**Run 1: sequential cells grouped by signal name**

Scale bar: 50 µm. Other sequential cells in the stronger gray, the rest of the logic in the fainter gray.
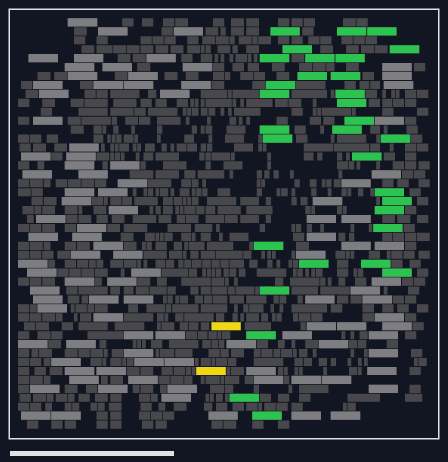
**Run 1: cell sizes after repair**

Scale bar: 50 µm.
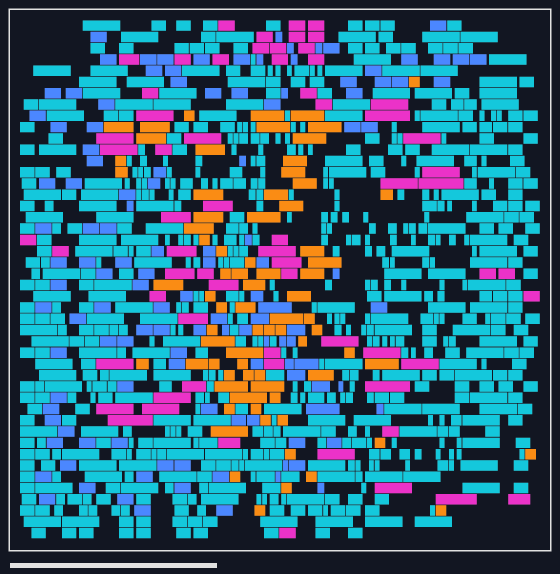
**Run 1: the clock network**

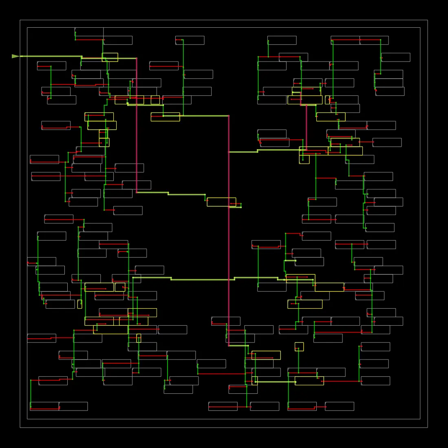
File: src/rtl/lsu_pkg.sv
// Shared types for the load/store unit: request encodings, FSM states and
// the access-size helper used by both the lane logic and the controller.
package lsu_pkg;

    typedef enum logic {LOAD = 1'b0, STORE = 1'b1} op_t;

    typedef enum logic [1:0] {SZ_B = 2'd0, SZ_H = 2'd1, SZ_W = 2'd2, SZ_D = 2'd3} size_t;

    typedef enum logic [1:0] {IDLE = 2'd0, RD = 2'd1, WR = 2'd2, DONE = 2'd3} state_t;

    function automatic int lane_bytes(input size_t sz);
        return 1 << sz;
    endfunction

endpackage

File: src/rtl/lsu_lane.sv
// Combinational byte-lane datapath: load extract/extend, store merge and
// alignment check for one access of the given size at lane offset off_i.
module lsu_lane
    import lsu_pkg::*;
#(
    parameter int DATA_W = 32
) (
    input  size_t                       size_i,
    input  logic                        sext_i,
    input  logic [$clog2(DATA_W/8)-1:0] off_i,
    input  logic [DATA_W-1:0]           word_i,
    input  logic [DATA_W-1:0]           wdata_i,
    output logic [DATA_W-1:0]           ld_o,
    output logic [DATA_W-1:0]           mrg_o,
    output logic                        mis_o,
    output logic                        full_o
);
    localparam int NB = DATA_W / 8;

    int                nb;
    int                off;
    logic [DATA_W-1:0] rd_sh;
    logic [DATA_W-1:0] wr_sh;
    logic              sign;

    always_comb begin
        nb    = lane_bytes(size_i);
        off   = int'(off_i);
        rd_sh = word_i >> {off_i, 3'b000};
        wr_sh = wdata_i << {off_i, 3'b000};
        sign  = 1'b0;
        for (int b = 0; b < NB; b++) begin
            if (b == nb - 1) sign = rd_sh[8*b+7];
        end
        ld_o  = '0;
        mrg_o = '0;
        for (int b = 0; b < NB; b++) begin
            ld_o[8*b +: 8]  = (b < nb) ? rd_sh[8*b +: 8] : {8{sext_i & sign}};
            mrg_o[8*b +: 8] = (b >= off && b < off + nb) ? wr_sh[8*b +: 8] : word_i[8*b +: 8];
        end
        // An access wider than the memory word can never be aligned.
        mis_o  = (nb > NB) || ((off & (nb - 1)) != 0);
        full_o = (nb == NB);
    end

endmodule

File: src/rtl/lsu_rmw.sv
// Sequenced load/store unit: aligned memory reads with MEM_LAT latency,
// read-modify-write for sub-word stores, misaligned requests rejected early.
module lsu_rmw
    import lsu_pkg::*;
#(
    parameter int DATA_W  = 32,
    parameter int ADDR_W  = 32,
    parameter int MEM_LAT = 1
) (
    input  logic              clock,
    input  logic              reset_l,
    input  logic              start,
    input  logic              op,
    input  logic [1:0]        size,
    input  logic              sign_ext,
    input  logic [ADDR_W-1:0] addr,
    input  logic [DATA_W-1:0] wdata,
    output logic              busy,
    output logic              done,
    output logic              misalign,
    output logic [DATA_W-1:0] rdata,
    output logic [ADDR_W-1:0] mem_addr,
    output logic              mem_wr,
    output logic [DATA_W-1:0] mem_wdata,
    input  logic [DATA_W-1:0] mem_rdata
);
    localparam int               OFF_W    = $clog2(DATA_W / 8);
    localparam int               CNT_W    = $clog2(MEM_LAT + 1);
    localparam logic [CNT_W-1:0] CNT_LAST = CNT_W'(MEM_LAT - 1);

    state_t            state_q, state_d;
    op_t               op_q, op_d;
    size_t             size_q, size_d;
    logic              sext_q, sext_d;
    logic [ADDR_W-1:0] addr_q, addr_d;
    logic [DATA_W-1:0] wdata_q, wdata_d;
    logic [DATA_W-1:0] word_q, word_d;
    logic [DATA_W-1:0] rdata_q, rdata_d;
    logic [CNT_W-1:0]  cnt_q, cnt_d;
    logic              mis_q, mis_d;

    size_t             lane_size;
    logic [OFF_W-1:0]  lane_off;
    logic [DATA_W-1:0] lane_word, lane_ld, lane_mrg;
    logic              lane_mis, lane_full;

    // In IDLE the lane judges the incoming request; afterwards the latched one.
    assign lane_size = (state_q == IDLE) ? size_t'(size) : size_q;
    assign lane_off  = (state_q == IDLE) ? addr[OFF_W-1:0] : addr_q[OFF_W-1:0];
    assign lane_word = (state_q == RD) ? mem_rdata : word_q;

    lsu_lane #(.DATA_W(DATA_W)) u_lane (
        .size_i  (lane_size),
        .sext_i  (sext_q),
        .off_i   (lane_off),
        .word_i  (lane_word),
        .wdata_i (wdata_q),
        .ld_o    (lane_ld),
        .mrg_o   (lane_mrg),
        .mis_o   (lane_mis),
        .full_o  (lane_full)
    );

    always_comb begin
        state_d = state_q;
        op_d    = op_q;
        size_d  = size_q;
        sext_d  = sext_q;
        addr_d  = addr_q;
        wdata_d = wdata_q;
        word_d  = word_q;
        rdata_d = rdata_q;
        cnt_d   = cnt_q;
        mis_d   = mis_q;
        unique case (state_q)
            IDLE: begin
                if (start) begin
                    op_d    = op_t'(op);
                    size_d  = size_t'(size);
                    sext_d  = sign_ext;
                    addr_d  = addr;
                    wdata_d = wdata;
                    cnt_d   = '0;
                    mis_d   = lane_mis;
                    if (lane_mis)                          state_d = DONE;
                    else if (op_t'(op) == STORE && lane_full) state_d = WR;
                    else                                   state_d = RD;
                end
            end
            RD: begin
                if (cnt_q == CNT_LAST) begin
                    word_d = mem_rdata;
                    if (op_q == LOAD) begin
                        rdata_d = lane_ld;
                        state_d = DONE;
                    end else begin
                        state_d = WR;
                    end
                end else begin
                    cnt_d = cnt_q + 1'b1;
                end
            end
            WR:      state_d = DONE;
            DONE:    state_d = IDLE;
            default: state_d = IDLE;
        endcase
    end

    always_ff @(posedge clock or negedge reset_l) begin
        if (!reset_l) begin
            state_q <= IDLE;
            op_q    <= LOAD;
            size_q  <= SZ_B;
            sext_q  <= 1'b0;
            addr_q  <= '0;
            wdata_q <= '0;
            word_q  <= '0;
            rdata_q <= '0;
            cnt_q   <= '0;
            mis_q   <= 1'b0;
        end else begin
            state_q <= state_d;
            op_q    <= op_d;
            size_q  <= size_d;
            sext_q  <= sext_d;
            addr_q  <= addr_d;
            wdata_q <= wdata_d;
            word_q  <= word_d;
            rdata_q <= rdata_d;
            cnt_q   <= cnt_d;
            mis_q   <= mis_d;
        end
    end

    assign busy      = (state_q != IDLE);
    assign done      = (state_q == DONE);
    assign misalign  = done && mis_q;
    assign rdata     = rdata_q;
    assign mem_wr    = (state_q == WR);
    assign mem_wdata = (state_q == WR) ? lane_mrg : '0;
    assign mem_addr  = (state_q == RD || state_q == WR)
                     ? {addr_q[ADDR_W-1:OFF_W], {OFF_W{1'b0}}} : '0;

endmodule

File: config.mk
export PLATFORM = sky130hd
export DESIGN_NAME = lsu_rmw
export DESIGN_NICKNAME = d
export VERILOG_FILES = /design/src/rtl/lsu_pkg.sv /design/src/rtl/lsu_lane.sv /design/src/rtl/lsu_rmw.sv
export SDC_FILE = /design/constraint.sdc
export NUM_CORES = 1
export LEC_CHECK = 0
export CORE_MARGIN = 2
export CORE_UTILIZATION = 44
export CTS_CLUSTER_DIAMETER = 120
export DETAILED_ROUTE_END_ITERATION = 12
export GPL_TIMING_DRIVEN = 0
export MAX_ROUTING_LAYER = met4
export PLACE_DENSITY = 0.75
export SLEW_MARGIN = 40
export SYNTH_ARGS = -nofsm -noshare
export SYNTH_HDL_FRONTEND = slang
export SYNTH_SLANG_ARGS = --single-unit
File: constraint.sdc
create_clock -name clock -period 3.4 [get_ports clock]
set_input_delay 0.68 -clock clock [delete_from_list [all_inputs] [get_ports clock]]
set_output_delay 0.68 -clock clock [all_outputs]
set_load 0.05 [all_outputs]
==> Changelog: implementation, run 1 <==
### Physical design

* Outcome: finished with violations
* Failing checks: setup timing
* Chip Area, Yosys at 7010 µm²
* Minimum clock period at 4.00 ns
* Final-report setup violation count at 24
* # port buffers at 200
* Core Area at 15700 µm²
* Final setup margin at -0.595 ns
* WP data arrival at approximately 3.3 ns
* DRC at 0
* Synth top cells by count: dfrtp_1, nand2_1, mux2_2
* Max Slew Vio Count at 0
* Sequential share of the synthesized area at 0.482
* Period utilization at 1.18
* # hold bufs at CTS at 0
* Kind of end point of the critical path: output pin
* Slowest CP cell: fa_2
* Synth top area cells: dfrtp_1, mux2_2, mux2i_1
* Yosys Instances at 658
* DR WL met2 at 11400 µm
* Worst Setup Path Type: reg2out
* Most used logic cell in the final layout: clkdlybuf4s50_1
* Longest Clk Path Bufs at 2
* Die area at 17000 µm²
* IO Count at 203
* Post-DR wirelength/cell at 20.6 µm
* Share of layout cells above drive strength 1 at 0.285
* Yosys reg bits at 135
* Storage element area at 3380 µm²
* Synth warn at 0
* Die Y at about 130 µm
* Post-route insts no fill at about 1100
* DR top layer: met4
* Xor+xnor area frac at 0
* Worst setup path start: state_q[0]
* Worst Reg-to-Reg Cells at 12
* Num rows at 46
* Postcts setup bufs at 25
* TritonCTS clock tree: yes
* # fillers at 1174
* Final Net Count at 1020
* Total tool warning count at 33
* Post-synth ARST share at 1.00
* GPL Wtd Cong at 0.980
* Avg Inst Size Synth at 10.7 µm²
* WP buf/inv at 6
* Area of the mapped netlist at 7010 µm²
* RSZ-0062 raised after global routing: true
* Yosys cell types at approximately 51
* Drt first pass iters at 5
* Initial antenna violation count at 2
* Crit-path max FO at 8
* Post-CTS sizing at ~260
* Leading area contributor after synthesis: dfrtp_1
* Crit path DRT at around 2.7 ns
* Final Hold Fails at 0
* Setup slack at placement at -1.79 ns
* Worst-Skew Late Latency at 0.42 ns
* Reg clk slew, reported paths at about 0.06 ns
* DRT antenna net count at 0
* DR vias at roughly 6000
* Core Util at FP at 0.446
* Vias in the first global route at roughly 6300
* First-pass GRT wire length at 35600 µm
* Logic area at 3740 µm²
* Yosys adder share at 0.0153
* Compound-cell area share of the yosys netlist at 0.118
* Critical Path, Cell by Cell: inv_2 -> ha_4 -> mux2i_4 -> inv_4 -> clkbuf_16 -> ha_4 -> inv_2 -> fa_2 -> nor2b_2 -> a21oi_2 -> buf_6 -> a21o_4 -> a21oi_4 -> buf_6
* R2R setup slack at approximately 0.42 ns
* Busiest grt layer: met2
* Mux share at 0.216
* Synth Flop Type: dfrtp_1
* Top non-seq family: multiplexers
* R2r startpoint: state_q[1]
* Total routed wirelength at ~23000 µm
Back to the opening pictures, 'sequential cells grouped by signal name':
Key: yellow = state_q [flops 2]; green = word_q [flops 32]
Another 101 sequential cells are not colored.

Back to the opening pictures, 'cell sizes after repair':
Key: magenta = drive 6 and up [cells 64, share 6.9%]; orange = drive 3 to 4 [cells 75, share 8.1%]; cyan = drive 1 or less [cells 659, share 71%]; blue = drive 2 [cells 124, share 13%]
Design Area, Final: 10800 µm²
final setup margin: -0.595 ns
Area growth syn-to-layout: 53.5%
Non-clock buffers: 275

Back to the opening pictures, 'the clock network':
Setup Skew: 0.00513 ns
clk sinks: 135
cts bufs inserted: 17
clock buf count: 21

[run 1: state kept, by name (all words and copies together) (netlist names)]
signal / cells
wdata_q: 32
op_q: 1
rdata: 32
state_q: 2
size_q: 2
word_q: 32
sext_q: 1
mis_q: 1
addr_q: 32
[run 1: final cells by class]
type | count | area share
Multi-Input combinational cell | 453 | 0.348
Sequential cell | 135 | 0.314
Clock buffer | 21 | 0.0418
Tap cell | 216 | 0.0251
Clock inverter | 11 | 0.0162
Timing Repair Buffer | 233 | 0.217
Antenna cell | 2 | 0.000465
Inverter | 27 | 0.0108
Buffer | 42 | 0.0271
[run 1: stage by stage]
step                TNS (ns)  utilization
global route          -14.25        0.685
finish                -11.85        0.685
CTS                   -11.50        0.680
global placement     -508.30        0.612
detailed placement    -44.06        0.615
floorplan              -6.82            -
==> inputs of run 2 (changes only) <==
CAP_MARGIN = 10   (was unset)
GPL_ROUTABILITY_DRIVEN = 0   (was unset)
==> Changelog: implementation, run 2 <==
### Physical design

* Yosys reg bits at 135 (unchanged)
* Buffer share of cell area at 0.241 (-0.00254)
* Leading area contributor after synthesis: dfrtp_1
* Worst Setup Path Type: reg2out
* Core Area at 15700 µm² (unchanged)
* Synth Flop Type: dfrtp_1
* DR vias at 6325 (+4.8%)
* Chip Area, Yosys at 7010 µm² (unchanged)
* Yosys adder share at 0.0153 (unchanged)
* R2R setup slack at 0.46 ns (+0.04 ns)
* Total tool warning count at 33 (unchanged)
* Post-synth ARST share at 1.00 (unchanged)
* Synth top cells by count: dfrtp_1, nand2_1, mux2_2
* Yosys cell types at 51 (unchanged)
* Yosys Instances at 658 (unchanged)
* Clk tree area frac at 0.0653 (+0.00734)
* Postcts setup bufs at 27 (+8.0%)
* Logic area at 3760 µm² (+0.40%)
* Critical Path, Cell by Cell: inv_2 -> ha_4 -> mux2i_4 -> inv_2 -> clkbuf_16 -> ha_4 -> inv_2 -> fa_2 -> nor2b_2 -> a21oi_2 -> buf_6 -> a21o_4 -> a21oi_4 -> buf_8
* Final Net Count at 1019 (-0.098%)
* Total routed wirelength at 23300 µm (-0.52%)
* Max Slew Vio Count at 0 (unchanged)
* Post-DR wirelength/cell at 20.5 µm (-0.43%)
* Outcome: finished with violations
* # fillers at 1104 (-6.0%)
* Area of the mapped netlist at 7010 µm² (unchanged)
* DR top layer: met4
* Die area at 17000 µm² (unchanged)
* Non-clock buffers at 274 (-0.36%)
* Failing checks: setup timing
* Crit-path max FO at 9 (+1)
* Longest Clk Path Bufs at 2 (unchanged)
* Mux share at 0.216 (unchanged)
* Final setup margin at -0.605 ns (-0.0103 ns)
* Num rows at 46 (unchanged)
* Synth warn at 0 (unchanged)
* Kind of end point of the critical path: output pin
* IO Count at 203 (unchanged)
* Final-report setup violation count at 24 (unchanged)
* Initial antenna violation count at 2 (unchanged)
* Most used logic cell in the final layout: clkdlybuf4s50_1
* Design Area, Final at 10900 µm² (+0.86%)
* R2r startpoint: state_q[1]
* Drt first pass iters at 5 (unchanged)
* # Taps at 216 (unchanged)
* First-pass GRT wire length at 35500 µm (-0.35%)
* Comb area share at 0.346 (-0.00158)
* Worst Reg-to-Reg Cells at 12 (unchanged)
* Clk sinks at 135 (unchanged)
* Minimum clock period at 4.01 ns (+0.0103 ns)
* Top class by area: combinational gates
* # hold bufs at CTS at 0 (unchanged)
* Setup slack at placement at -1.76 ns (+0.0300 ns)
* Avg Inst Size Synth at 10.7 µm² (unchanged)
[run 2: cell count changes in the layout (fill, tap and decap cells not counted), sizes merged]
cell,previous run,this run
bufinv,4,7
clkinvlp,3,0
buf,87,85
inv,26,28
clkdlybuf4s50,164,163
clkinv,5,4
dlymetal6s2s,1,2
[run 2: worst max path at each step]
| stage | slack (ns) | end | startpoint | cells after the start |
|---|---|---|---|---|
| final | -0.61 | mem_wdata[22] | state_q[1] | 14 |
| after global routing | -0.70 | mem_wdata[23] | state_q[1] | 14 |
| after CTS | -0.55 | mem_wdata[23] | state_q[1] | 15 |
| after detailed placement | -1.76 | mem_wdata[15] | addr[0] | 13 |
| after global placement | -3.47 | wdata_q[11] | reset_l | 1 |
| after floorplan | -0.39 | mem_wdata[10] | state_q[0] | 14 |
**Run 2: the clock network**

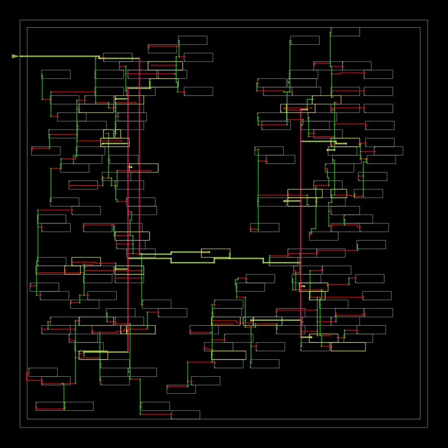
clock buf count: 20
registers: 135

